<file path="config.mk">
export PLATFORM = sky130hd
export DESIGN_NAME = byte_serializer_tx
export DESIGN_NICKNAME = d
export VERILOG_FILES = /design/src/rtl/byte_serializer_tx.sv
export SDC_FILE = /design/constraint.sdc
export NUM_CORES = 1
export LEC_CHECK = 0
export ABC_AREA = 1
export CAP_MARGIN = 40
export CORE_MARGIN = 4
export CORE_UTILIZATION = 56
export DETAILED_ROUTE_END_ITERATION = 16
export PLACE_DENSITY = 0.82
export SLEW_MARGIN = 10
export SYNTH_ARGS = -nofsm -noshare
export SYNTH_HDL_FRONTEND = slang
export SYNTH_SLANG_ARGS = --single-unit
</file>
<file path="constraint.sdc">
create_clock -name clk -period 3.35 [get_ports clk]
set_input_delay 0.335 -clock clk [delete_from_list [all_inputs] [get_ports clk]]
set_output_delay 0.335 -clock clk [all_outputs]
set_load 0.01 [all_outputs]
</file>
<file path="src/rtl/byte_serializer_tx.sv">
// byte_serializer_tx
// Parallel-to-serial transmitter. Words enter through a valid/ready handshake
// into a one-word holding register, then shift out one bit at a time, each bit
// held for CLKS_PER_BIT clocks. The holding register refills while a word is
// shifting, so consecutive words stream without an idle clock.
//
// Ports:
//   clk       system clock, rising edge
//   rst       asynchronous active-low reset
//   in_data   parallel word to transmit (WIDTH bits)
//   in_valid  in_data is valid
//   in_ready  holding register empty; accept on edge with in_valid & in_ready
//   sdata     serial data, 0 whenever sframe is 0
//   sframe    high while sdata carries a frame bit
//   tx_done   one-clock pulse on the final clock of a word's last bit
//   busy      shifting or holding register full
module byte_serializer_tx #(
  parameter int WIDTH        = 8,
  parameter int CLKS_PER_BIT = 4,
  parameter int MSB_FIRST    = 1
) (
  input  logic             clk,
  input  logic             rst,
  input  logic [WIDTH-1:0] in_data,
  input  logic             in_valid,
  output logic             in_ready,
  output logic             sdata,
  output logic             sframe,
  output logic             tx_done,
  output logic             busy
);

  localparam int BIT_W = $clog2(WIDTH);
  // Keep the divider at least one bit wide even when CLKS_PER_BIT is 1.
  localparam int DIV_W = (CLKS_PER_BIT > 1) ? $clog2(CLKS_PER_BIT) : 1;
  localparam logic [BIT_W-1:0] BIT_LAST = BIT_W'(WIDTH - 1);
  localparam logic [DIV_W-1:0] DIV_LAST = DIV_W'(CLKS_PER_BIT - 1);

  typedef enum logic [0:0] {
    ST_IDLE  = 1'b0,
    ST_SHIFT = 1'b1
  } state_t;

  state_t             state_r, state_nxt_s;
  logic [WIDTH-1:0]   hold_r, hold_nxt_s;
  logic               hold_full_r, hold_full_nxt_s;
  logic [WIDTH-1:0]   shift_r, shift_nxt_s;
  logic [BIT_W-1:0]   bit_cnt_r, bit_cnt_nxt_s;
  logic [DIV_W-1:0]   div_cnt_r, div_cnt_nxt_s;

  logic               accept_s;
  logic               bit_end_s;
  logic               word_end_s;

  assign accept_s   = in_valid & ~hold_full_r;
  assign bit_end_s  = (div_cnt_r == DIV_LAST);
  assign word_end_s = (state_r == ST_SHIFT) && bit_end_s && (bit_cnt_r == BIT_LAST);

  // Outputs decode registered state only; nothing depends on in_valid.
  assign in_ready = ~hold_full_r;
  assign sframe   = (state_r == ST_SHIFT);
  assign sdata    = (state_r == ST_SHIFT) &
                    ((MSB_FIRST != 0) ? shift_r[WIDTH-1] : shift_r[0]);
  assign tx_done  = word_end_s;
  assign busy     = (state_r == ST_SHIFT) | hold_full_r;

  // Next-state, shifter, counter and holding-register logic.
  always_comb begin
    state_nxt_s     = state_r;
    hold_nxt_s      = hold_r;
    hold_full_nxt_s = hold_full_r;
    shift_nxt_s     = shift_r;
    bit_cnt_nxt_s   = bit_cnt_r;
    div_cnt_nxt_s   = div_cnt_r;

    case (state_r)
      ST_IDLE: begin
        if (hold_full_r) begin
          shift_nxt_s     = hold_r;
          hold_full_nxt_s = 1'b0;
          bit_cnt_nxt_s   = '0;
          div_cnt_nxt_s   = '0;
          state_nxt_s     = ST_SHIFT;
        end else begin
          state_nxt_s = ST_IDLE;
        end
      end
      ST_SHIFT: begin
        if (word_end_s) begin
          bit_cnt_nxt_s = '0;
          div_cnt_nxt_s = '0;
          if (hold_full_r) begin
            // Reload from hold so sframe stays high across the word boundary.
            shift_nxt_s     = hold_r;
            hold_full_nxt_s = 1'b0;
            state_nxt_s     = ST_SHIFT;
          end else begin
            shift_nxt_s = '0;
            state_nxt_s = ST_IDLE;
          end
        end else if (bit_end_s) begin
          // Move the next bit toward the output end, zero fill.
          if (MSB_FIRST != 0) begin
            shift_nxt_s = {shift_r[WIDTH-2:0], 1'b0};
          end else begin
            shift_nxt_s = {1'b0, shift_r[WIDTH-1:1]};
          end
          bit_cnt_nxt_s = bit_cnt_r + BIT_W'(1);
          div_cnt_nxt_s = '0;
        end else begin
          div_cnt_nxt_s = div_cnt_r + DIV_W'(1);
        end
      end
      default: begin
        state_nxt_s = ST_IDLE;
      end
    endcase

    // An accept never coincides with hold being drained: that needs hold_full=1.
    if (accept_s) begin
      hold_nxt_s      = in_data;
      hold_full_nxt_s = 1'b1;
    end else begin
      hold_nxt_s = hold_nxt_s;
    end
  end

  // State and datapath registers with asynchronous active-low reset.
  always_ff @(posedge clk or negedge rst) begin
    if (!rst) begin
      state_r     <= ST_IDLE;
      hold_r      <= '0;
      hold_full_r <= 1'b0;
      shift_r     <= '0;
      bit_cnt_r   <= '0;
      div_cnt_r   <= '0;
    end else begin
      state_r     <= state_nxt_s;
      hold_r      <= hold_nxt_s;
      hold_full_r <= hold_full_nxt_s;
      shift_r     <= shift_nxt_s;
      bit_cnt_r   <= bit_cnt_nxt_s;
      div_cnt_r   <= div_cnt_nxt_s;
    end
  end

endmodule

</file>
==> run_results.csv, run 1 <==
group,metric,value,unit
outcome,outcome,"completed",
detailed_routing,dr.pass1.iters,3,
layout,drive_gt1_frac,0.2586,
clock_tree,clk_path_buf_depth,2,
logic_synthesis,netlist.area_leader.share,0.5318,
die,dieArea,2700,µm²
layout,fin_util,0.7200,
sta,rsz0062_at_grt,"false",
critical_path,ff2ff_setup_slack,1.80,ns
pwr,p_clk,125,µW
sta,tightest_slew,0.4108,ns
die,core-area,1783,µm²
detailed_routing,viasPerCell,5.291,
pwr,switching_share,0.3405,
critical_path,cp.arrival,1.79,ns
sta,post-route-period-util,0.6356,
detailed_routing,drt_wl_total,1949,µm
grt,grt_pass1_vias,798,
logic_synthesis,simple_gate_area_frac,0.1688,
clock_tree,cts_hold_buf,0,
sta,maxSlewViolCount,0,
clock_tree,clock_sinks,23,
logic_synthesis,adder_share,0.03468,
critical_path,critical_path_class,"reg -> out",
place,port_buffers,15,
logic_synthesis,synth_warnings,0,
clock_tree,cts_buffers,3,
place,place_ws,1.553,ns
run,tool_warnings,26,
logic_synthesis,syn_area,1082,µm²
sta,hold_violations,0,
place,routabilityCongestion,0.6910,
pwr,p_sw,306.8,µW
clock_tree,post_cts_buffers,0,
sta,finalSetupViolations,0,
place,place_area,1257,µm²
run,cap_violations,0,
grt,grt_max_degree,19,
grt,grt_antenna_before_repair,0,
critical_path,required,3.01,ns
logic_synthesis,syn_avg_cell_area,10.93,µm²
grt,grt_usage,0.1764,
layout,nFillCells,144,
layout,finish.instance_area,1284,µm²
detailed_routing,via_count,746,
die,ioPinCount,16,
die,core.rowCount,15,
pwr,p_total,901.0,µW
layout,fin_cells,141,
pwr,seq_power_share,0.517,
logic_synthesis,syn_nets,113,
pwr,total_leakage_power,0.5716,nW
grt,grt_pass1_wl,3463,µm
die,die_w,51.96,µm
pwr,clockPowerShare,0.138,
sta,whs,0.3132,ns
logic_synthesis,mux_area_frac,0.08324,
sta,maxSlewHeadroom,0.7261,
critical_path,end_kind,"output pin",
critical_path,critical_path.max_stage_delay,0.53,ns
pwr,vdd_drop_max,0.4843,mV
sta,clock_skew,0.002986,ns
==> run 1: worst paths after layout <==
path | start | endpoint
min | rst | shift_r[3]$_DFFE_PN0P_
max reg2reg | div_cnt_r[0]$_DFFE_PN0P_ | shift_r[3]$_DFFE_PN0P_
min reg2reg | bit_cnt_r[1]$_DFFE_PN0P_ | bit_cnt_r[1]$_DFFE_PN0P_
min in group clk | bit_cnt_r[1]$_DFFE_PN0P_ | bit_cnt_r[1]$_DFFE_PN0P_
max in group asynchronous | rst | hold_r[1]$_DFFE_PN0P_
max | div_cnt_r[0]$_DFFE_PN0P_ | tx_done
==> run 1: area by class of cell <==
class | instances | share of cell area
clock buffer | 4 | 0.02047
timing repair buffer | 16 | 0.1384
inverter | 7 | 0.02242
multi-input combinational | 66 | 0.3460
tap | 25 | 0.02437
sequential | 23 | 0.4483
==> run 1: flip-flops by register name (all words and copies together), names as in the netlist <==
name / cells
sframe: 1
bit_cnt_r: 3
div_cnt_r: 2
shift_r: 8
hold_full_r: 1
hold_r: 8
==> run 1: per-layer routing <==
metal	up-vias	GRT usage	part of all wire	wire, µm
met1	366	0.2131	0.43	834
li1	366	-	-	-
met3	2	0.03438	0.032	63
met5	-	0	0	0
met4	0	0.05240	0.0087	17
met2	12	0.3138	0.53	1034
==> run 1: layout by cell type (no fill, tap or decap), drive strengths merged <==
cell / Yosys / routed
dfrtp: 23 / 23
nand4: 1 / 1
ha: 3 / 3
a21oi: 15 / 15
o21ai: 2 / 2
nor2: 7 / 7
o31ai: 1 / 1
nand3: 13 / 13
inv: 7 / 7
clkbuf: 0 / 4
buf: 3 / 1
mux2: 8 / 8
nand2: 16 / 16
clkdlybuf4s50: 0 / 15
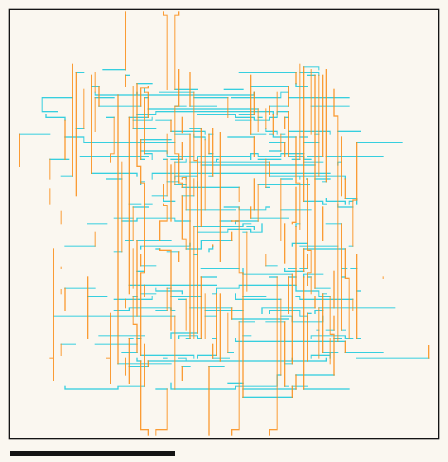
run_1/metal_stack.png
Scale bar: 20 µm. Two of the layers only.
color	layer	wire length
orange	met2	1030 µm
cyan	met1	835 µm

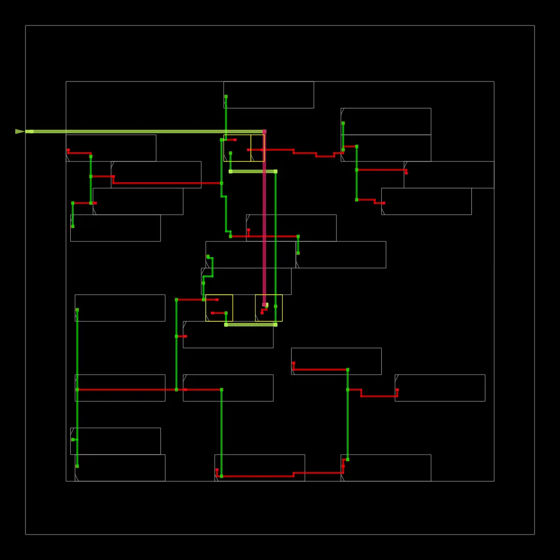
run_1/final_clocks.png
Latency at later pin: 0.30 ns
clock buffers: 4
flop count: 23

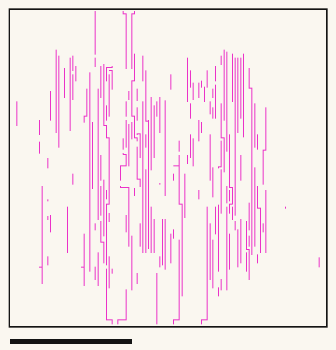
run_1/met2.png
Scale bar: 20 µm.
share of all routed wire	53%
wire length on this layer	1030 µm
nets with wire on the layer	108
main direction	vertical
longest straight run	32.6 µm

==> run 1 -> run 2 <==
--- a/config.mk
+++ b/config.mk
@@ -8,9 +8,9 @@
 export ABC_AREA = 1
 export CAP_MARGIN = 40
 export CORE_MARGIN = 4
-export CORE_UTILIZATION = 56
+export CORE_UTILIZATION = 52
 export DETAILED_ROUTE_END_ITERATION = 16
-export PLACE_DENSITY = 0.82
+export PLACE_DENSITY = 0.77
 export SLEW_MARGIN = 10
 export SYNTH_ARGS = -nofsm -noshare
 export SYNTH_HDL_FRONTEND = slang
==> constraint.sdc (replaced) <==
create_clock -name clk -period 2.15 [get_ports clk]
set_input_delay 0.215 -clock clk [delete_from_list [all_inputs] [get_ports clk]]
set_output_delay 0.215 -clock clk [all_outputs]
set_load 0.01 [all_outputs]
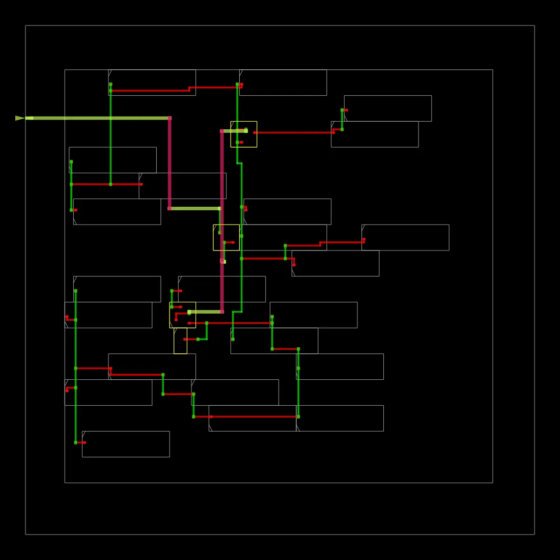
run_2/final_clocks.png
clock sink count: 23
Num CTS Buffers: 3
clock group power: 195 µW
Latency at later pin: 0.31 ns
post-route clock skew: 0.006839 ns

==> run 2 against run 1 <==
- sequential cell count unchanged
- sequential power up 55%
- cell count up 1.4%
- synthesized cell count unchanged
- first-iteration DRC count unchanged
- non-clock buffer count unchanged
- critical path depth unchanged
- global-route usage down 1.0 points
- critical path type unchanged
- largest cell class unchanged
==> run_results.csv, run 2 <==
group,metric,value,unit
grt,grt_usage,0.1663,
critical_path,critical_path.max_stage_delay,0.53,ns
clock_tree,ctsRootBufferMaster,"clkbuf_4",
die,dieHeight,53.62,µm
min_path,hp-class,"in -> async",
critical_path,required,1.93,ns
grt,grtUsageMet1,0.2086,
detailed_routing,wl_met2,982,µm
die,ioPinCount,16,
clock_tree,cts_hold_buf,0,
logic_synthesis,netlist.area_leader.share,0.5318,
sta,period_minus_slack,2.029,ns
layout,lay_top_count,"dfrtp_1",
logic_synthesis,synth_top_flop_cell,"dfrtp_1",
critical_path,cp.arrival,1.81,ns
critical_path,startpoint_type,"register",
detailed_routing,wl_per_cell,13.30,µm
grt,grt.busiest_layer,"met2",
logic_synthesis,async_reset_ff_frac,1.000,
pwr,powerDensity,1101,nW/µm²
grt,grt_pass1_vias,777,
place,place_ws,0.4567,ns
sta,rsz0062_at_grt,"false",
layout,reg_top3,"hold_r: 8 flops, shift_r: 8 flops, bit_cnt_r: 3 flops",
sta,post-route-period-util,0.9438,
die,dieArea,2875,µm²
detailed_routing,drt_wl_total,1902,µm
logic_synthesis,yosysSeqAreaShare,0.5318,
detailed_routing,highest_layer,"met4",
sta,max_freq,492.8,MHz
layout,mostFrequentLayoutCells,"dfrtp_1, clkdlybuf4s50_1, nand2_1, nand3_1",
sta,tightest_slew,0.4098,ns
logic_synthesis,synth_cells,99,
grt,grtUsageMet2,0.2878,
detailed_routing,via_count,765,
die,die_w,53.62,µm
place,port_buffers,15,
sta,fin_tns_setup,0,ns
critical_path,r2r_cells,7,
logic_synthesis,edf_count,0,
sta,finalWorstSetupSlack,0.1209,ns
clock_tree,post_cts_buffers,0,
die,fp-utilization,0.5517,
detailed_routing,met3_length,56,µm
grt,grt_max_degree,24,
logic_synthesis,yosys_area,1082,µm²
layout,nNetsFinal,131,
pwr,vdd_drop_max,0.7673,mV
grt,grt_antenna_before_repair,0,
logic_synthesis,synth_cell_types,20,
layout,area_growth_syn_to_layout,16.99,%
grt,grtUsageMet3,0.02493,
detailed_routing,wl_met1,834,µm
outcome,outcome,"completed",
clock_tree,tritoncts,"yes",
place,routabilityCongestion,0.7080,
clock_tree,cts_resized,0,
clock_tree,clkTransAtPathRegs,0.12,ns
sta,finalSetupViolations,0,
logic_synthesis,top_cells_by_count,"dfrtp_1, nand2_1, nand3_1",
detailed_routing,dr.pass1.iters,4,
critical_path,ff2ff_setup_slack,0.59,ns
critical_path,crit_slowest_cell,"clkdlybuf4s50_1",
logic_synthesis,syn_area,1082,µm²
clock_tree,htree_num_levels,1,
die,core.rowCount,16,
detailed_routing,drcViolationCount,0,
logic_synthesis,syn_nets,113,
logic_synthesis,ys_cells,99,
critical_path,crit_start,"div_cnt_r[0]$_DFFE_PN0P_",
critical_path,r2r-end,"shift_r[6]$_DFFE_PN0P_",
detailed_routing,drt_iter0_drc,4,
layout,n_antenna_cell,0,
sta,maxSlewViolCount,0,
logic_synthesis,synth_warnings,0,
critical_path,end_kind,"output pin",
layout,drive_gt1_frac,0.2586,
sta,maxSlewHeadroom,0.7268,
critical_path,crit_chain,"ha_1 > nand3_2 > inv_1 > clkdlybuf4s50_1",
sta,hold_violations,0,
critical_path,worstPathMaxFanout,5,
run,tool_warnings,26,
detailed_routing,viasPerCell,5.350,
clock_tree,clk_path_buf_depth,2,
die,core-area,1962,µm²
logic_synthesis,syn_avg_cell_area,10.93,µm²
grt,grt_overflow_total,0,
place,dpl.hpwl,1329,µm
logic_synthesis,ys.flops,23,
critical_path,reg2reg_from,"div_cnt_r[0]$_DFFE_PN0P_",
pwr,total_leakage_power,0.5638,nW
logic_synthesis,area_leaders,"dfrtp_1, mux2_2, a21oi_2",
detailed_routing,drt.antenna.violating_nets,0,
critical_path,critical_path_class,"reg -> out",
critical_path,endpoint,"tx_done",
logic_synthesis,yosysTopAreaCell,"dfrtp_1",
grt,grt_pass1_wl,3415,µm
run,cap_violations,0,
layout,nFillCells,174,
logic_synthesis,synth_top_cell_by_count,"dfrtp_1",
-- run 2: cell counts in the layout (fill, tap and decap cells not counted) --
No cell type changed its count.
-- run 2: kinds of logic (layout without fill, tap and decap cells) --
group	Yosys count	after routing	synth area share
AND-OR/OR-AND	18	18	0.1237
adder cells (fa/ha/maj)	3	3	0.03469
buffers and inverters	10	27	0.05780
flip-flops	23	23	0.5318
multiplexers	8	8	0.08324
AND/OR/NAND/NOR	37	37	0.1688
-- run 2: cell type report --
cell class                 count  area [µm²]  share of cell area
inverter                       7       28.78             0.02273
timing repair buffer          16       157.7              0.1245
multi-input combinational     66       444.2              0.3508
clock buffer                   4       26.28             0.02075
sequential                    23       575.6              0.4545
tap                           27       33.78             0.02668
-- run 2: power breakdown --
group	switching (mW)	internal (mW)	total [mW]
clock	0.123	0.0725	0.195
sequential	0.100	0.621	0.721
combinational	0.249	0.229	0.478
total	0.472	0.923	1.39
-- run 2: through the flow --
step | hold WS [ns] | power [mW] | cells | instance area [µm²] | util
2_1_floorplan | -0.08059 | 1.078 | 99 | 1082 | -
3_3_place_gp | 0.4600 | 1.184 | 139 | 1240 | 0.6320
3_5_place_dp | 0.4724 | 1.210 | 139 | 1240 | 0.6320
4_1_cts | 0.2552 | 1.409 | 143 | 1266 | 0.6454
5_1_grt | 0.2572 | 1.519 | 143 | 1266 | 0.6454
6_report | 0.2443 | 1.394 | 143 | 1266 | 0.6454
-- run 2: critical path, delay by kind of cell (launching register included) --
| kind | cells | cell delay, ns |
|---|---|---|
| fa+ha+maj | 1 | 0.33 |
| buf+inv | 2 | 0.62 |
| simple gates | 1 | 0.16 |
| flops | 1 | 0.40 |
Power and IR drop assume default switching activity.
